## src/rtl/uart_tx.sv

```systemverilog
// UART transmitter: valid/ready write port, one-entry holding buffer, internal
// baud tick divider and a start/data/odd-parity/stop frame FSM driving dout.
`ifndef SYSFREQ
`define SYSFREQ 50000000
`endif

module uart_tx #(
  parameter int WORD_WIDTH   = 8,
  parameter int OVERSAMPLING = 16,
  parameter int BAUD_RATE    = 115200,
  parameter int FREQ         = `SYSFREQ
) (
  input  logic                  clk,
  input  logic                  rst_n,
  input  logic                  parity,
  input  logic                  wr_valid,
  input  logic [WORD_WIDTH-1:0] wr_data,
  output logic                  wr_ready,
  output logic                  dout,
  output logic                  busy
);

  localparam int DIV_RAW = FREQ / (BAUD_RATE * OVERSAMPLING);
  localparam int DIV     = (DIV_RAW < 1) ? 1 : DIV_RAW;
  localparam int DW      = (DIV > 1) ? $clog2(DIV) : 1;
  localparam int TW      = (OVERSAMPLING > 1) ? $clog2(OVERSAMPLING) : 1;
  localparam int IW      = (WORD_WIDTH > 1) ? $clog2(WORD_WIDTH) : 1;

  typedef enum logic [2:0] {IDLE, START, DATA, PARITY, STOP} state_t;

  state_t                state_q, state_d;
  logic [DW-1:0]         div_q, div_d;
  logic [TW-1:0]         tcnt_q, tcnt_d;
  logic [IW-1:0]         idx_q, idx_d;
  logic                  full_q, full_d;
  logic                  par_en_q;
  logic [WORD_WIDTH-1:0] buf_q;
  logic [WORD_WIDTH-1:0] shift_q;
  logic                  par_bit_q;

  logic tick, bit_end, load, clr, accept;

  assign wr_ready = ~full_q;
  assign accept   = wr_valid & ~full_q;
  assign busy     = (state_q != IDLE);
  assign tick     = (div_q == DW'(DIV - 1));
  assign bit_end  = tick & (tcnt_q == TW'(OVERSAMPLING - 1));

  always_comb begin
    state_d = state_q;
    idx_d   = idx_q;
    load    = 1'b0;
    dout    = 1'b1;
    case (state_q)
      IDLE: begin
        if (full_q) load = 1'b1;
      end
      START: begin
        dout = 1'b0;
        if (bit_end) state_d = DATA;
      end
      DATA: begin
        dout = shift_q[0];
        if (bit_end) begin
          if (idx_q == IW'(WORD_WIDTH - 1)) state_d = par_en_q ? PARITY : STOP;
          else                              idx_d   = idx_q + IW'(1);
        end
      end
      PARITY: begin
        dout = par_bit_q;
        if (bit_end) state_d = STOP;
      end
      STOP: begin
        if (bit_end) begin
          if (full_q) load    = 1'b1;
          else        state_d = IDLE;
        end
      end
      default: state_d = IDLE;
    endcase
    if (load) begin
      state_d = START;
      idx_d   = '0;
    end
  end

  // Only a load out of IDLE realigns the divider; back-to-back frames keep it running.
  assign clr = load & (state_q == IDLE);

  always_comb begin
    div_d  = tick ? '0 : div_q + DW'(1);
    tcnt_d = tcnt_q;
    if (tick) tcnt_d = (tcnt_q == TW'(OVERSAMPLING - 1)) ? '0 : tcnt_q + TW'(1);
    if (clr) begin
      div_d  = '0;
      tcnt_d = '0;
    end
    full_d = full_q;
    if (load)        full_d = 1'b0;
    else if (accept) full_d = 1'b1;
  end

  always_ff @(posedge clk or negedge rst_n) begin
    if (!rst_n) begin
      state_q  <= IDLE;
      div_q    <= '0;
      tcnt_q   <= '0;
      idx_q    <= '0;
      full_q   <= 1'b0;
      par_en_q <= 1'b0;
    end else begin
      state_q <= state_d;
      div_q   <= div_d;
      tcnt_q  <= tcnt_d;
      idx_q   <= idx_d;
      full_q  <= full_d;
      if (load) par_en_q <= parity;
    end
  end

  // Datapath registers carry no reset; they are only observed once loaded.
  always_ff @(posedge clk) begin
    if (accept) buf_q <= wr_data;
    if (load) begin
      shift_q   <= buf_q;
      par_bit_q <= ~^buf_q;
    end else if (state_q == DATA && bit_end) begin
      shift_q <= shift_q >> 1;
    end
  end

endmodule

```

## config.mk

```make
export PLATFORM = sky130hd
export DESIGN_NAME = uart_tx
export DESIGN_NICKNAME = d
export VERILOG_FILES = /design/src/rtl/uart_tx.sv
export SDC_FILE = /design/constraint.sdc
export NUM_CORES = 1
export LEC_CHECK = 0
export CAP_MARGIN = 10
export CELL_PAD_IN_SITES_DETAIL_PLACEMENT = 1
export CELL_PAD_IN_SITES_GLOBAL_PLACEMENT = 1
export CORE_MARGIN = 2
export CORE_UTILIZATION = 45
export DETAILED_ROUTE_END_ITERATION = 8
export GPL_TIMING_DRIVEN = 0
export HOLD_SLACK_MARGIN = 0.1
export PLACE_DENSITY_LB_ADDON = 0.1
export SETUP_SLACK_MARGIN = 0.5
export SYNTH_ARGS = -nofsm -noshare
export SYNTH_HDL_FRONTEND = slang
export SYNTH_SLANG_ARGS = --single-unit
```

## constraint.sdc

```tcl
create_clock -name clk -period 3 [get_ports clk]
set_input_delay 0.6 -clock clk [delete_from_list [all_inputs] [get_ports clk]]
set_output_delay 0.6 -clock clk [all_outputs]
set_load 0.005 [all_outputs]
```

Figure 1. Clock wires, drivers and flops.
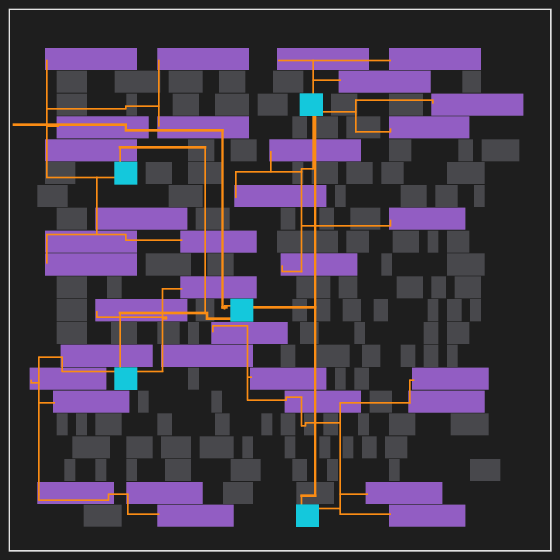
[clock wires] orange | length: 475 microns
[flip-flops] purple | count: 34
[cells driving clock nets] cyan | count: 5
routed clock nets	6

Figure 2. Routing congestion map.
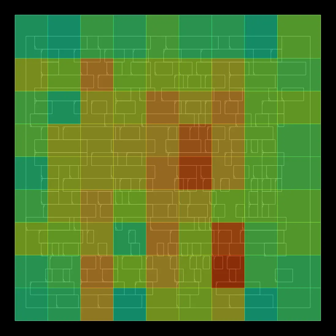
Core Util, Final: 56.1%
wire per inst: 16.1 microns
met2 usage: 31.9%
gr busiest metal: met2

worst max-delay path: stages, from the launching register on:
cell and delay (ns):
dfrtp_1 0.41, buf_2 0.19, or3_4 0.42, clkdlybuf4s50_1 0.46
power groups by stage:
stage	clock, mW	combinational (mW)	sequential (mW)
final	0.242	0.265	0.641
after global routing	0.268	0.299	0.653
after CTS	0.250	0.265	0.644
after detailed placement	0	0.260	0.655
after global placement	0	0.244	0.644
after floorplan	0	0.185	0.631
through the flow:
step | power [mW] | cells | util [%] | setup WS [ns]
2_1_floorplan | 0.816 | 135 | - | 0.831
3_3_place_gp | 0.889 | 195 | 53.7 | 0.456
3_5_place_dp | 0.915 | 195 | 53.7 | 0.419
4_1_cts | 1.16 | 203 | 55.4 | 0.398
5_1_grt | 1.22 | 204 | 56.1 | 0.511
6_report | 1.15 | 204 | 56.1 | 0.582
cells in the mapped netlist, drive strengths merged (3+ instances only):
| cell | number | area share, % |
|---|---|---|
| a21oi | 11 | 3.4 |
| clkbuf | 4 | 0.92 |
| dfrtp | 17 | 26 |
| edfxtp | 17 | 31 |
| ha | 5 | 3.8 |
| inv | 3 | 0.69 |
| mux2 | 8 | 6.0 |
| nand2 | 10 | 2.8 |
| nand3 | 5 | 1.5 |
| nor2 | 13 | 3.0 |
| o21ai | 3 | 0.92 |
| xnor2 | 8 | 4.3 |
| xor2 | 4 | 2.1 |
path summary, 6_finish.rpt:
kind / start / endpoint / cells after the start
worst max-delay path: state_q[2] / busy / 3
min in group asynchronous: rst_n / state_q[1] / 1
max in group asynchronous: rst_n / state_q[0] / 1
worst min register to register: div_q[0] / div_q[0] / 1
worst max register to register: div_q[0] / shift_q[7] / 8
worst min-delay path: div_q[0] / div_q[0] / 1
==> impl_metrics.tcl <==
# collected from the flow reports
set metrics [dict create \
    chipHeight_microns 64.3 \
    power.leakage_nw 0.784 \
    flop_area_sq_um 937 \
    die_w_microns 64.3 \
    clk_pin_slew_ns 0.09 \
    dominant_cells "flip-flops and latches" \
    yosysUniqueCellTypes 34 \
    cts_made_buffers 5 \
    wl_met3_microns 108 \
    nClkBuffers 7 \
    synth_seq_share_pct 57.2 \
    xor_share_pct 6.42 \
    stdcell_area_sq_um 1920 \
    synth-simple-area-share_pct 15.7 \
    grt_pass1_vias 1178 \
    syn_inst 135 \
    drive_above_1_share_pct 19.0 \
    period_needed_ns 2.42 \
    p_int_mw 0.801 \
    hpwl_microns 2440 \
    async_reset_ff_share_pct 50.0 \
    warning_count 28 \
    clk_share_pct 2.55 \
    core-area_sq_um 3420 \
    comb_area_share_pct 34.7 \
    syn_area_sq_um 1640 \
    fillers 363 \
    via_per_inst 5.30 \
    cellPowerDensity_nw_per_um2 599 \
    antenna_left 0 \
    max_freq_ghz 0.414 \
    cts_tree "yes" \
    hold_viol 0 \
    boundaryPins 15 \
    slew_headroom_pct 47.3 \
    layout_top_cell "edfxtp_1" \
    hold_buffers 0 \
    grt_pass1_wl_microns 5580 \
    grt_use_met1_pct 20.9 \
    logic_family "simple AND/OR/NAND/NOR gates" \
    hold_slack_ns 0.505 \
    cp-end-kind "output pin" \
    sequentialPowerShare_pct 55.8 \
    edf_count 17 \
    nNonClkInverters 3 \
    hp-class "reg2reg" \
    rows 21 \
    grt_overflow 0 \
    cap_viol_max_count 0 \
    power.share.combinational_pct 23.1 \
    postPlaceCellArea_sq_um 1830 \
    layout.area.comb_sq_um 666 \
    tightestPinTransition_ns 0.788 \
    clock_path_buffers 2 \
    startpoint_type "flop" \
    rsz0062_at_grt "no" \
    wl_met1_microns 1410 \
    crit_path_max_fanout 10 \
    reg_top3 "buf_q x8, shift_q x8, div_q x5" \
    drtIter0Drc 37 \
    crit_required_ns 2.40 \
    synth_flops 34 \
    ys.warnings.count 0 \
    track_usage_pct 18.6 \
    status "finished clean" \
    die_area_sq_um 4140 \
    synthMuxAreaShare_pct 5.96 \
    ys_sh_adder_pct 3.82 \
    cts-root-buf "clkbuf_4" \
    fin_crit_sh_pct 80.6 \
    syn_nets 152 \
    met2_length_microns 1710 \
    cts_resized 5 \
    wl_microns 3290 \
    nNetsFinal 174 \
    syn_avg_cell_area_sq_um 12.1 \
    ys_sh_aoi_pct 7.87 \
    power.switching_mw 0.348 \
    numPortBuffers 14 \
    layout_top_cells "edfxtp_1 (17), dfrtp_1 (16), nor2_1 (13), clkdlybuf4s50_1 (13), a21oi_1 (10)" \
    area_growth_syn_to_layout_pct 17.1 \
]
Power figures rest on the tool's default switching activity, not on a simulated workload.
